--- src/rtl/ccff_loader_pkg.sv ---
// Shared types and constants for the configuration-chain bitstream loader.
package ccff_loader_pkg;

  typedef enum logic [1:0] {
    IDLE = 2'd0,
    LOAD = 2'd1,
    DONE = 2'd2
  } ccff_state_e;

  localparam int CCFF_DEFAULT_CHAIN_LEN = 64;

  // Bits still waiting in the byte buffer: a buffer at index idx has width-idx left.
  function automatic int bits_left(input logic vld, input int idx, input int width);
    if (vld) begin
      return width - idx;
    end else begin
      return 0;
    end
  endfunction

endpackage

--- src/rtl/ccff_rb_packer.sv ---
// Packs bits leaving the chain tail into readback bytes, first-out in the LSB;
// a partial byte is flushed zero-padded when the load completes.
module ccff_rb_packer #(
  parameter int DATA_W = 8
) (
  input  logic              i_clk,
  input  logic              i_rst_n,
  input  logic              i_clear,
  input  logic              i_shift,
  input  logic              i_flush,
  input  logic              i_tail,
  output logic [DATA_W-1:0] o_data,
  output logic              o_valid
);

  localparam int IDX_W = (DATA_W > 1) ? $clog2(DATA_W) : 1;
  localparam logic [IDX_W-1:0] LAST_IDX = IDX_W'(DATA_W - 1);

  logic [DATA_W-1:0] r_acc;
  logic [DATA_W-1:0] w_acc_next;
  logic [IDX_W-1:0]  r_idx;

  // Accumulator with the current tail bit dropped into its slot.
  always_comb begin
    w_acc_next        = r_acc;
    w_acc_next[r_idx] = i_tail;
  end

  // Collect tail bits; emit a byte when full or when the final shift flushes it.
  always_ff @(posedge i_clk) begin
    if (!i_rst_n) begin
      r_acc   <= '0;
      r_idx   <= '0;
      o_data  <= '0;
      o_valid <= 1'b0;
    end else begin
      o_valid <= 1'b0;
      if (i_clear) begin
        r_acc <= '0;
        r_idx <= '0;
      end else if (i_shift) begin
        if (r_idx == LAST_IDX || i_flush) begin
          o_data  <= w_acc_next;
          o_valid <= 1'b1;
          r_acc   <= '0;
          r_idx   <= '0;
        end else begin
          r_acc <= w_acc_next;
          r_idx <= r_idx + IDX_W'(1);
        end
      end
    end
  end

endmodule

--- src/rtl/ccff_bitstream_loader.sv ---
// Serializes a byte stream onto a configuration chain through a gated prog_clk
// and returns the displaced chain contents as readback bytes.
module ccff_bitstream_loader
  import ccff_loader_pkg::*;
#(
  parameter int CHAIN_LEN = CCFF_DEFAULT_CHAIN_LEN,
  parameter int DATA_W    = 8,
  parameter int CNT_W     = $clog2(CHAIN_LEN + 1)
) (
  input  logic              prog_clk,
  input  logic              prog_reset_n,
  input  logic              start,
  input  logic [DATA_W-1:0] s_data,
  input  logic              s_valid,
  output logic              s_ready,
  output logic              ccff_head,
  output logic              ccff_clk_en,
  input  logic              ccff_tail,
  output logic [DATA_W-1:0] rb_data,
  output logic              rb_valid,
  output logic              busy,
  output logic              done
);

  localparam int IDX_W = (DATA_W > 1) ? $clog2(DATA_W) : 1;
  localparam logic [IDX_W-1:0] LAST_IDX = IDX_W'(DATA_W - 1);
  localparam logic [CNT_W-1:0] LAST_CNT = CNT_W'(CHAIN_LEN - 1);

  ccff_state_e       r_state;
  logic [DATA_W-1:0] r_buf;
  logic              r_buf_vld;
  logic [IDX_W-1:0]  r_bit_idx;
  logic [CNT_W-1:0]  r_bit_cnt;
  logic              r_done;

  logic w_clk_en;
  logic w_last_bit;
  logic w_ready;
  logic w_accept;
  logic w_final;
  int   w_pending;

  assign w_clk_en   = (r_state == LOAD) && r_buf_vld;
  assign w_last_bit = (r_bit_idx == LAST_IDX);
  // Bits already shifted plus bits still buffered; no new byte once these cover the chain.
  assign w_pending  = int'(r_bit_cnt) + bits_left(r_buf_vld, int'(r_bit_idx), DATA_W);
  assign w_ready    = (r_state == LOAD) && (!r_buf_vld || (w_last_bit && w_clk_en))
                      && (w_pending < CHAIN_LEN);
  assign w_accept   = w_ready && s_valid;
  assign w_final    = w_clk_en && (r_bit_cnt == LAST_CNT);

  // Loader FSM, byte buffer and bit counters.
  always_ff @(posedge prog_clk) begin
    if (!prog_reset_n) begin
      r_state   <= IDLE;
      r_buf     <= '0;
      r_buf_vld <= 1'b0;
      r_bit_idx <= '0;
      r_bit_cnt <= '0;
      r_done    <= 1'b0;
    end else begin
      case (r_state)
        IDLE, DONE: begin
          if (start) begin
            r_state   <= LOAD;
            r_done    <= 1'b0;
            r_buf     <= '0;
            r_buf_vld <= 1'b0;
            r_bit_idx <= '0;
            r_bit_cnt <= '0;
          end
        end
        LOAD: begin
          if (start) begin
            r_buf     <= '0;
            r_buf_vld <= 1'b0;
            r_bit_idx <= '0;
            r_bit_cnt <= '0;
          end else begin
            if (w_clk_en) begin
              r_buf     <= r_buf >> 1;
              r_bit_idx <= r_bit_idx + IDX_W'(1);
              r_bit_cnt <= r_bit_cnt + CNT_W'(1);
              if (w_last_bit) begin
                r_buf_vld <= 1'b0;
              end
            end
            // A byte taken on the last-bit cycle replaces the drained one without a bubble.
            if (w_accept) begin
              r_buf     <= s_data;
              r_buf_vld <= 1'b1;
              r_bit_idx <= '0;
            end
            if (w_final) begin
              r_state   <= DONE;
              r_done    <= 1'b1;
              r_buf_vld <= 1'b0;
            end
          end
        end
        default: begin
          r_state <= IDLE;
        end
      endcase
    end
  end

  ccff_rb_packer #(
    .DATA_W (DATA_W)
  ) u_rb_packer (
    .i_clk   (prog_clk),
    .i_rst_n (prog_reset_n),
    .i_clear (start),
    .i_shift (w_clk_en),
    .i_flush (w_final),
    .i_tail  (ccff_tail),
    .o_data  (rb_data),
    .o_valid (rb_valid)
  );

  assign s_ready     = w_ready;
  assign ccff_head   = r_buf[0];
  assign ccff_clk_en = w_clk_en;
  assign busy        = (r_state == LOAD);
  assign done        = r_done;

endmodule

--- config.mk ---
export PLATFORM = sky130hd
export DESIGN_NAME = ccff_bitstream_loader
export DESIGN_NICKNAME = d
export VERILOG_FILES = /design/src/rtl/ccff_loader_pkg.sv /design/src/rtl/ccff_rb_packer.sv /design/src/rtl/ccff_bitstream_loader.sv
export SDC_FILE = /design/constraint.sdc
export NUM_CORES = 1
export LEC_CHECK = 0
export ABC_AREA = 0
export CORE_MARGIN = 2
export CORE_UTILIZATION = 45
export CTS_BUF_LIST = sky130_fd_sc_hd__clkbuf_4
export CTS_CLUSTER_SIZE = 16
export DETAILED_ROUTE_END_ITERATION = 12
export DONT_BUFFER_PORTS = 1
export PLACE_DENSITY = 0.7
export SLEW_MARGIN = 20
export SYNTH_ARGS = -nofsm -noshare
export SYNTH_HDL_FRONTEND = slang
export SYNTH_HIERARCHICAL = 1
export SYNTH_SLANG_ARGS = --single-unit
--- constraint.sdc ---
create_clock -name prog_clk -period 2.75 [get_ports prog_clk]
set_clock_uncertainty 0.1 [all_clocks]
set_input_delay 0.55 -clock prog_clk [delete_from_list [all_inputs] [get_ports prog_clk]]
set_output_delay 0.55 -clock prog_clk [all_outputs]
set_load 0.01 [all_outputs]
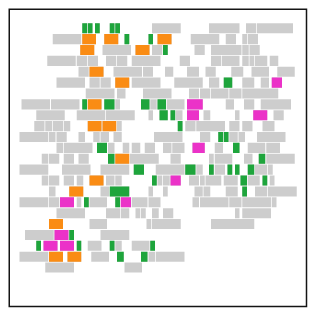
*Logic cells by family, run 1*
(4 px per um)
| colour | family | cells |
|---|---|---|
| magenta | AND-OR and OR-AND gates | 11 |
| orange | multiplexers | 16 |
| green | NAND gates | 42 |

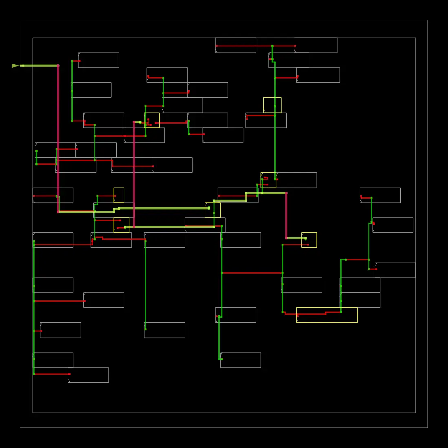
*Clock nets, run 1*
seq_cells: 42
TritonCTS buffer count: 5
Late-Pin Clk Latency: 350 ps
clk pwr: 0.405 mW
clk sinks: 42

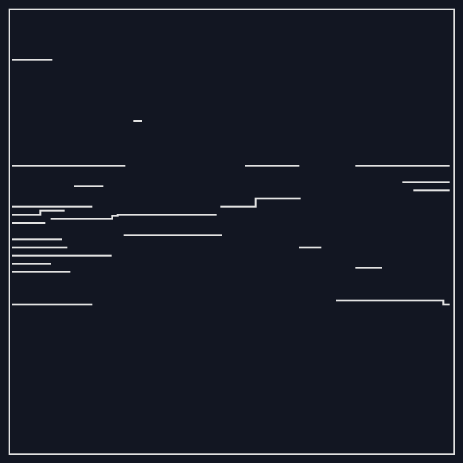
*Metal 3, run 1*
(6 px per um)
main direction: horizontal
longest straight run: 18.6 um
wire length on this layer: 244 um

==> run_results.csv, run 1 <==
group,metric,value,unit
run_status,status,"complete, but fails checks",
run_status,violations,"setup timing",
route,vias,1773,
min_path,hold_path_end,"r_state[0]$_SDFFE_PN0P_",
power,power_frac_comb,4.7,%
synthesis,aoi_share,18.9,%
synthesis,yosys_area,2200,um2
die,fp.dieW,73.9,um
worst_setup_path,end_kind,"output pin",
worst_setup_path,crit_required,2100,ps
final_layout,stdcell_area,2420,um2
global_route,first_global_vias,1621,
synthesis,ys_sh_adder,5.12,%
global_route,track_usage,17.6,%
job,tool_warnings,29,
worst_setup_path,crit_chain,"inv_2, ha_4, xnor2_1, and2_1, ha_1, o21a_1, nor2_2, nor3_2, nor4_2, buf_4",
final_layout,drive_above_1_share,16.6,%
route,drc,0,
synthesis,synth_cells,243,
synthesis,edf_count,0,
final_layout,area_delta_synth_final,10.0,%
sta,setup_violations,1,
power,p_per_area,441,nW/um2
route,met2_length,2100,um
route,drtPass1Iterations,4,
worst_setup_path,cp-start-kind,"flop",
job,cap_violations,0,
synthesis,ys_ff,42,
clock_tree,cts_buffer_depth,2,
sta,grt_setup_unrepaired,"yes",
route,routed_wl,4610,um
clock_tree,cts_resized,8,
synthesis,flop_cell,"dfxtp_1",
global_route,top_usage_layer,"met2",
sta,hold_viol_final,0,
global_route,grt.met2_usage,28.8,%
final_layout,nNetsFinal,268,
global_route,grt_pass1_wl,7520,um
final_layout,fin_util,51.2,%
route,vias_per_cell,5.65,
min_path,hold_class,"input port to flop",
worst_setup_path,r2r_start,"r_bit_cnt[1]$_SDFFE_PN0P_",
power,comb-power,0.0503,mW
synthesis,logic_family,"simple AND/OR/NAND/NOR gates",
global_route,grtUsageMet3,5.76,%
route,drt-met1-wl,2210,um
power,ir_drop,278,uV
power,power.share.clock,38.0,%
final_layout,antenna-diode-count,0,
synthesis,ys_cells,243,
worst_setup_path,cpPeakStageDelay,350,ps
route,ant_nets,0,
global_route,antenna_found_initial,0,
synthesis,ys_sh_mux,7.28,%
placement,dp_hpwl,3270,um
placement,port_buffers,0,
worst_setup_path,rrSetupSlack,330,ps
sta,tns,-115,ps
die,die_h,73.9,um
synthesis,fp_nets,265,
sta,fin_ws,-115,ps
power,p_switching,0.244,mW
synthesis,simple_gate_share,23.5,%
placement,dpl.cell_count,303,
min_path,hold-path-cell-count,2,
synthesis,syn_avg_cell_area,9.05,um2
worst_setup_path,crit_start,"r_bit_idx[1]$_SDFFE_PN0P_",
die,dieArea,5460,um2
route,routedWlPerCell,14.7,um
placement,place_ws,-56.8,ps
worst_setup_path,crit_path_end,"s_ready",
run 1: synth_stat cells (2+ instances only):
library cell	instances	area, um2
nand2_1	26	97.6
mux2i_1	16	160
nor4b_1	5	43.8
nand3b_1	4	30.0
a22oi_1	10	75.1
o22ai_1	4	25.0
a21boi_1	2	15.0
o21a_1	2	15.0
or4_4	2	22.5
nor3_2	2	20.0
xor2_1	3	26.3
a211oi_1	8	60.1
buf_2	9	45.0
nor2b_1	2	12.5
nand3_1	7	35.0
nor3b_1	3	22.5
clkbuf_1	2	7.51
o21ai_0	8	40.0
xnor2_1	2	17.5
dfxtp_1	42	841
nor4_1	3	18.8
inv_1	9	33.8
a32o_1	4	40.0
nor3b_2	3	37.5
ha_1	9	113
and3_1	3	18.8
a21oi_1	16	80.1
a21boi_0	2	15.0
nand2b_1	3	18.8
and2_1	4	25.0
nor2_1	10	37.5
run 1: final cells by class:
class                           instances  area, um2
Clock buffer                            5       37.5
Clock inverter                          3       43.8
Fill cell                             441       2300
Inverter                               10       37.5
Multi-Input combinational cell        178       1310
Sequential cell                        42        843
Tap cell                               67       83.8
Timing Repair Buffer                    9       67.6
run 1: sequential cells by signal, indices dropped and copies added, names as in the netlist:
register,count
u_rb_packer/o_valid,1
r_state,2
r_bit_cnt,7
u_rb_packer/r_idx,3
u_rb_packer/o_data,8
r_buf_vld,1
done,1
r_buf,8
u_rb_packer/r_acc,8
r_bit_idx,3
run 1: cell usage in the layout (no fill, tap or decap), types with 4 or more instances in the layout:
cell	n
nand3b_1	4
clkbuf_4	5
nand3_1	7
mux2i_1	16
ha_1	7
a21oi_1	16
buf_4	9
inv_1	7
nand2_1	26
a32o_1	4
o21ai_0	8
a22oi_1	10
dfxtp_1	40
o22ai_1	4
a211oi_1	8
nor2_1	9
nor4b_1	5
### Metal layers overlaid, run 1

(4 px per um)
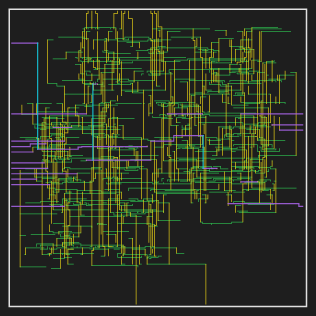

==> run 2: changes to the inputs <==
--- a/config.mk
+++ b/config.mk
@@ -6,6 +6,7 @@
 export NUM_CORES = 1
 export LEC_CHECK = 0
 export ABC_AREA = 0
+export CORE_ASPECT_RATIO = 0.9
 export CORE_MARGIN = 2
 export CORE_UTILIZATION = 45
 export CTS_BUF_LIST = sky130_fd_sc_hd__clkbuf_4
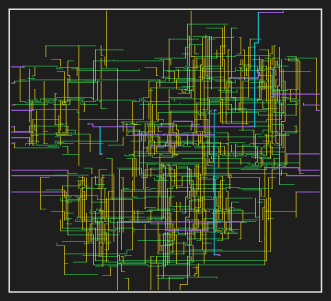
*Metal layers overlaid, run 2*
(4 px per um)
| colour | layer | wire length |
|---|---|---|
| green | metal 1 | 2430 um |
| yellow | metal 2 | 2240 um |
| cyan | metal 4 | 79.1 um |
| purple | metal 3 | 245 um |

==> run 2 against run 1 <==
  * Critical endpoint unchanged
  * The flow still finishes with violations (setup timing)
  * Clock power grew 3%
  * Largest power group unchanged
  * Count of clock-buffer cells in the layout increased by 2
  * Non-clock buffer count is 5 higher
  * Setup slack better by 33 ps
==> run_results.csv, run 2 <==
group,metric,value,unit
synthesis,simple_gate_share,23.5,%
final_layout,top_regs,"r_buf x8, u_rb_packer/o_data x8, u_rb_packer/r_acc x8",
die,dieArea,5460,um2
sta,setup_violations,1,
synthesis,ys_sh_adder,5.12,%
synthesis,top_cells_by_count,"42 x dfxtp_1, 26 x nand2_1, 16 x a21oi_1, 16 x mux2i_1",
synthesis,edf_count,0,
synthesis,most_common_cell,"dfxtp_1",
final_layout,nNetsFinal,273,
final_layout,stdcell_area,2450,um2
run_status,violations,"setup timing",
worst_setup_path,crit_chain,"inv_2, ha_4, xnor2_1, and2_1, ha_1, o21a_1, nor2_2, nor3_1, nor4_1, buf_4",
global_route,antenna_found_initial,0,
die,fp.dieW,77.7,um
route,routedWlPerCell,15.7,um
route,routed_wl,4990,um
clock_tree,cts_resized,9,
final_layout,fin_util,51.3,%
synthesis,netlist.area_leader.share,38.2,%
synthesis,synth_cells,243,
synthesis,aoi_share,18.9,%
route,vias_per_cell,5.69,
synthesis,syn_avg_cell_area,9.05,um2
final_layout,area_delta_synth_final,11.4,%
route,drc,0,
final_layout,mostFrequentLayoutCell,"dfxtp_1",
synthesis,yosys_area,2200,um2
worst_setup_path,cp-start-kind,"flop",
placement,place_ws,18.2,ps
run_status,status,"complete, but fails checks",
sta,fin_ws,-81.7,ps
sta,hold_viol_final,0,
min_path,hold_path_end,"r_state[0]$_SDFFE_PN0P_",
final_layout,antenna-diode-count,0,
synthesis,ys_sh_mux,7.28,%
route,ant_nets,0,
synthesis,ys_ff,42,
worst_setup_path,r2r_start,"r_bit_idx[1]$_SDFFE_PN0P_",
synthesis,yosys.area.top_type,"dfxtp_1",
[run 2: how the worst max path moves through the flow]
stage / to / startpoint / cells past startpoint
after detailed placement: s_ready / r_bit_idx[0]$_SDFFE_PN0P_ / 9
after global placement: s_ready / r_bit_idx[0]$_SDFFE_PN0P_ / 9
after CTS: s_ready / r_bit_idx[0]$_SDFFE_PN0P_ / 9
after floorplan: s_ready / r_bit_idx[0]$_SDFFE_PN0P_ / 8
final: s_ready / r_bit_idx[0]$_SDFFE_PN0P_ / 10
after global routing: s_ready / r_bit_idx[0]$_SDFFE_PN0P_ / 9
[run 2: where the power goes]
group | switching [mW] | total (mW) | internal [mW]
registers | 0.00146 | 0.612 | 0.610
clock network | 0.205 | 0.418 | 0.213
logic | 0.0323 | 0.0517 | 0.0195
[run 2: layout make-up]
cell class / count / area [um2] / area share (%)
clock inverter: 1 / 30.0 / 1.23
clock buffer: 7 / 52.6 / 2.14
inverter: 10 / 37.5 / 1.53
timing repair buffer: 14 / 105 / 4.29
tap: 65 / 81.3 / 3.32
multi-input combinational: 178 / 1300 / 53.1
sequential: 42 / 843 / 34.4
[run 2: layer usage]
| layer | wire [um] | up-vias | global-route usage (%) |
|---|---|---|---|
| met5 | 0 | - | 0 |
| met4 | 79 | 0 | 7.94 |
| met3 | 244 | 9 | 5.04 |
| met2 | 2240 | 39 | 29.8 |
| met1 | 2430 | 851 | 26.2 |
| li1 | - | 906 | - |
[run 2: worst max-delay path: cells and delay by family, from the launching register on]
family,cells,cell delay (ps)
fa+ha+maj,2,420
compound gates,1,190
flops,1,360
buf+inv,2,220
xor+xnor,1,100
simple gates,4,550
### Logic cells by family, run 2

(4 px per um)
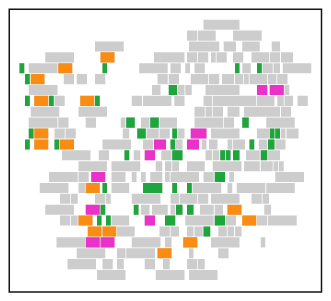

==> run 3: changes to the inputs <==
--- a/config.mk
+++ b/config.mk
@@ -6,10 +6,10 @@
 export NUM_CORES = 1
 export LEC_CHECK = 0
 export ABC_AREA = 0
-export CORE_ASPECT_RATIO = 0.9
 export CORE_MARGIN = 2
 export CORE_UTILIZATION = 45
 export CTS_BUF_LIST = sky130_fd_sc_hd__clkbuf_4
+export CTS_CLUSTER_DIAMETER = 100
 export CTS_CLUSTER_SIZE = 16
 export DETAILED_ROUTE_END_ITERATION = 12
 export DONT_BUFFER_PORTS = 1
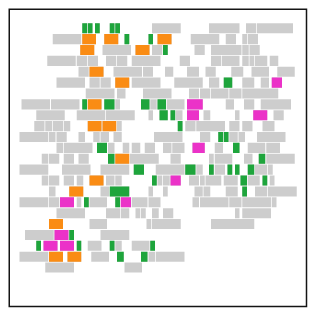
*Logic cells by family, run 3*
(4 px per um)
| colour | family | cells |
|---|---|---|
| orange | multiplexers | 16 |
| green | NAND gates | 42 |
| magenta | AND-OR and OR-AND gates | 11 |

==> run 3 against run 2 <==
  * Sequential power barely moved
  * Core utilization fell by 0.10 points
  * Die size about the same
  * Cell area is 1.3% lower
  * The run still ends with setup timing left
  * Synthesized area did not move
  * Setup slack lost 33 ps
==> run_results.csv, run 3 <==
group,metric,value,unit
power,p_per_area,441,nW/um2
worst_setup_path,crit_chain,"inv_2, ha_4, xnor2_1, and2_1, ha_1, o21a_1, nor2_2, nor3_2, nor4_2, buf_4",
job,tool_warnings,29,
clock_tree,cts.sinks,42,
route,vias,1773,
synthesis,flop_cell,"dfxtp_1",
global_route,antenna_found_initial,0,
final_layout,combGateArea,1310,um2
placement,dpl.cell_count,303,
global_route,track_usage,17.6,%
final_layout,nNetsFinal,268,
final_layout,drive_above_1_share,16.6,%
global_route,first_global_vias,1621,
die,dieArea,5460,um2
min_path,hold_path_end,"r_state[0]$_SDFFE_PN0P_",
worst_setup_path,rrSetupSlack,330,ps
final_layout,stdcell_area,2420,um2
sta,fin_hold_ws,189,ps
synthesis,area_leaders,"dfxtp_1 38%, mux2i_1 7.3%, ha_1 5.1%",
sta,hold_viol_final,0,
final_layout,antenna-diode-count,0,
synthesis,yosys_area,2200,um2
run_status,violations,"setup timing",
clock_tree,clock_latency,350,ps
placement,dp_hpwl,3270,um
worst_setup_path,crit_required,2100,ps
synthesis,ys_ff,42,
min_path,hold_class,"input port to flop",
clock_tree,holdBufCountCts,0,
sta,setup_violations,1,
worst_setup_path,crit_path_end,"s_ready",
power,power.leakage,0.891,nW
sta,drv_slew,0,
clock_tree,cts_buffer_depth,2,
final_layout,final-seq-area,843,um2
worst_setup_path,end_kind,"output pin",
run_status,status,"complete, but fails checks",
sta,slew_headroom,55.1,%
min_path,hold-path-cell-count,2,
worst_setup_path,cpPeakStageDelay,350,ps
placement,placed_area,2260,um2
power,ir_drop,278,uV
route,routedWlPerCell,14.7,um
synthesis,yosys.area.top_type,"dfxtp_1",
final_layout,fillers,441,
final_layout,final_cell_mix,"40 x dfxtp_1, 26 x nand2_1, 16 x a21oi_1, 16 x mux2i_1, 10 x a22oi_1",
route,drtPass1Iterations,4,
die,die_h,73.9,um
sta,grt_setup_unrepaired,"yes",
synthesis,most_common_cell,"dfxtp_1",
synthesis,ys_cells,243,
synthesis,netlist.area_leader.share,38.2,%
placement,place_ws,-56.8,ps
sta,fin_ws,-115,ps
synthesis,top_cells_by_count,"42 x dfxtp_1, 26 x nand2_1, 16 x a21oi_1, 16 x mux2i_1",
worst_setup_path,cp-start-kind,"flop",
clock_tree,clkTransAtPathRegs,130,ps
route,drc,0,
worst_setup_path,r2r_cells,7,
route,routed_wl,4610,um
die,fp.dieW,73.9,um
placement,port_buffers,0,
final_layout,mostFrequentLayoutCell,"dfxtp_1",
clock_tree,numCtsBuffers,5,
synthesis,edf_count,0,
route,ant_nets,0,
synthesis,synth_cells,243,
global_route,grt_pass1_wl,7520,um
final_layout,area_delta_synth_final,10.0,%
final_layout,fin_util,51.2,%
synthesis,syn_avg_cell_area,9.05,um2
synthesis,fp_nets,265,
job,cap_violations,0,
worst_setup_path,r2r_start,"r_bit_cnt[1]$_SDFFE_PN0P_",
route,vias_per_cell,5.65,
worst_setup_path,crit_start,"r_bit_idx[1]$_SDFFE_PN0P_",
sta,tns,-115,ps
final_layout,top_regs,"r_buf x8, u_rb_packer/o_data x8, u_rb_packer/r_acc x8",
## run 3: cell count changes in the layout (fill, tap and decap cells not counted), sizes merged
cell	delta
clkinv	+1
inv	+1
clkbuf	-2
buf	-5
## run 3: worst max-delay path, delay by kind of cell (launching register included)
kind | cells | cell delay, ps
AND/OR/NAND/NOR | 4 | 600
adder cells (fa/ha/maj) | 2 | 410
flip-flops | 1 | 350
XOR/XNOR | 1 | 110
buffers and inverters | 2 | 210
AND-OR/OR-AND | 1 | 190
## run 3: timing repair
| action | in CTS | in global routing |
|---|---|---|
| endpoints found under the setup margin | 1 | 1 |
| pin swaps | 5 | 4 |
| resized | 8 | 4 |
| setup buffers | 3 | 0 |
## run 3: layout make-up
cell class | instances | share of cell area, %
well taps | 67 | 3.46
multi-input cells | 178 | 54.0
repair buffers | 9 | 2.79
inverters | 10 | 1.55
clock inverters | 3 | 1.81
clock buffers | 5 | 1.55
flip-flops and latches | 42 | 34.9
## run 3: routing by layer
| metal | up-vias | track usage (%) | wire [um] |
|---|---|---|---|
| met3 | 6 | 5.76 | 243 |
| met5 | - | 0 | 0 |
| met4 | 0 | 5.86 | 53 |
| met1 | 838 | 21.8 | 2210 |
| li1 | 902 | - | - |
| met2 | 27 | 28.8 | 2100 |
## run 3: cell families after synthesis
| kind of cell | share of synthesized area [%] |
|---|---|
| AND/OR/NAND/NOR | 23.5 |
| multiplexers | 7.28 |
| AND-OR/OR-AND | 18.9 |
| XOR/XNOR | 1.99 |
| adder cells (fa/ha/maj) | 5.12 |
| buffers and inverters | 4.95 |
| flip-flops | 38.2 |
## run 3: report_power, final
group	switching, mW	internal [mW]
logic	0.0306	0.0196
clock network	0.212	0.193
registers	0.00140	0.611

==> notes/layouts.md <==
Pictures saved along the way, in no particular order.

Clock distribution.
(6 px per um)
Plate I
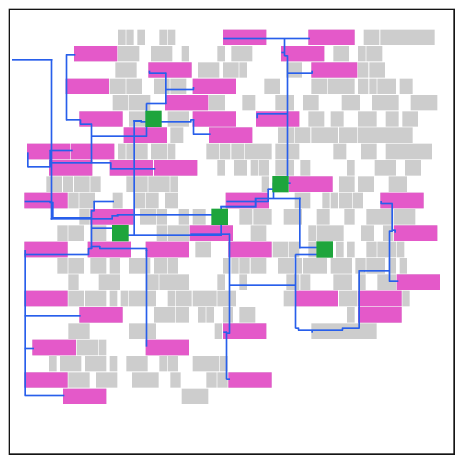
Plate II
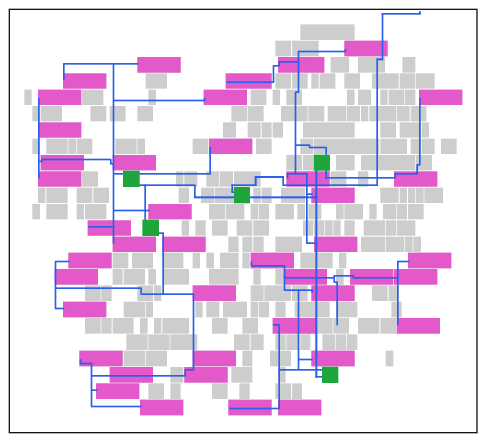
- Plate II = run 2
- Plate I = run 1

Key to Plate I:
[blue] clock wires | length: 508 um
[magenta] flip-flops | count: 42
[green] clock drivers | count: 5
routed clock nets: 6

Power and IR drop assume default switching activity.
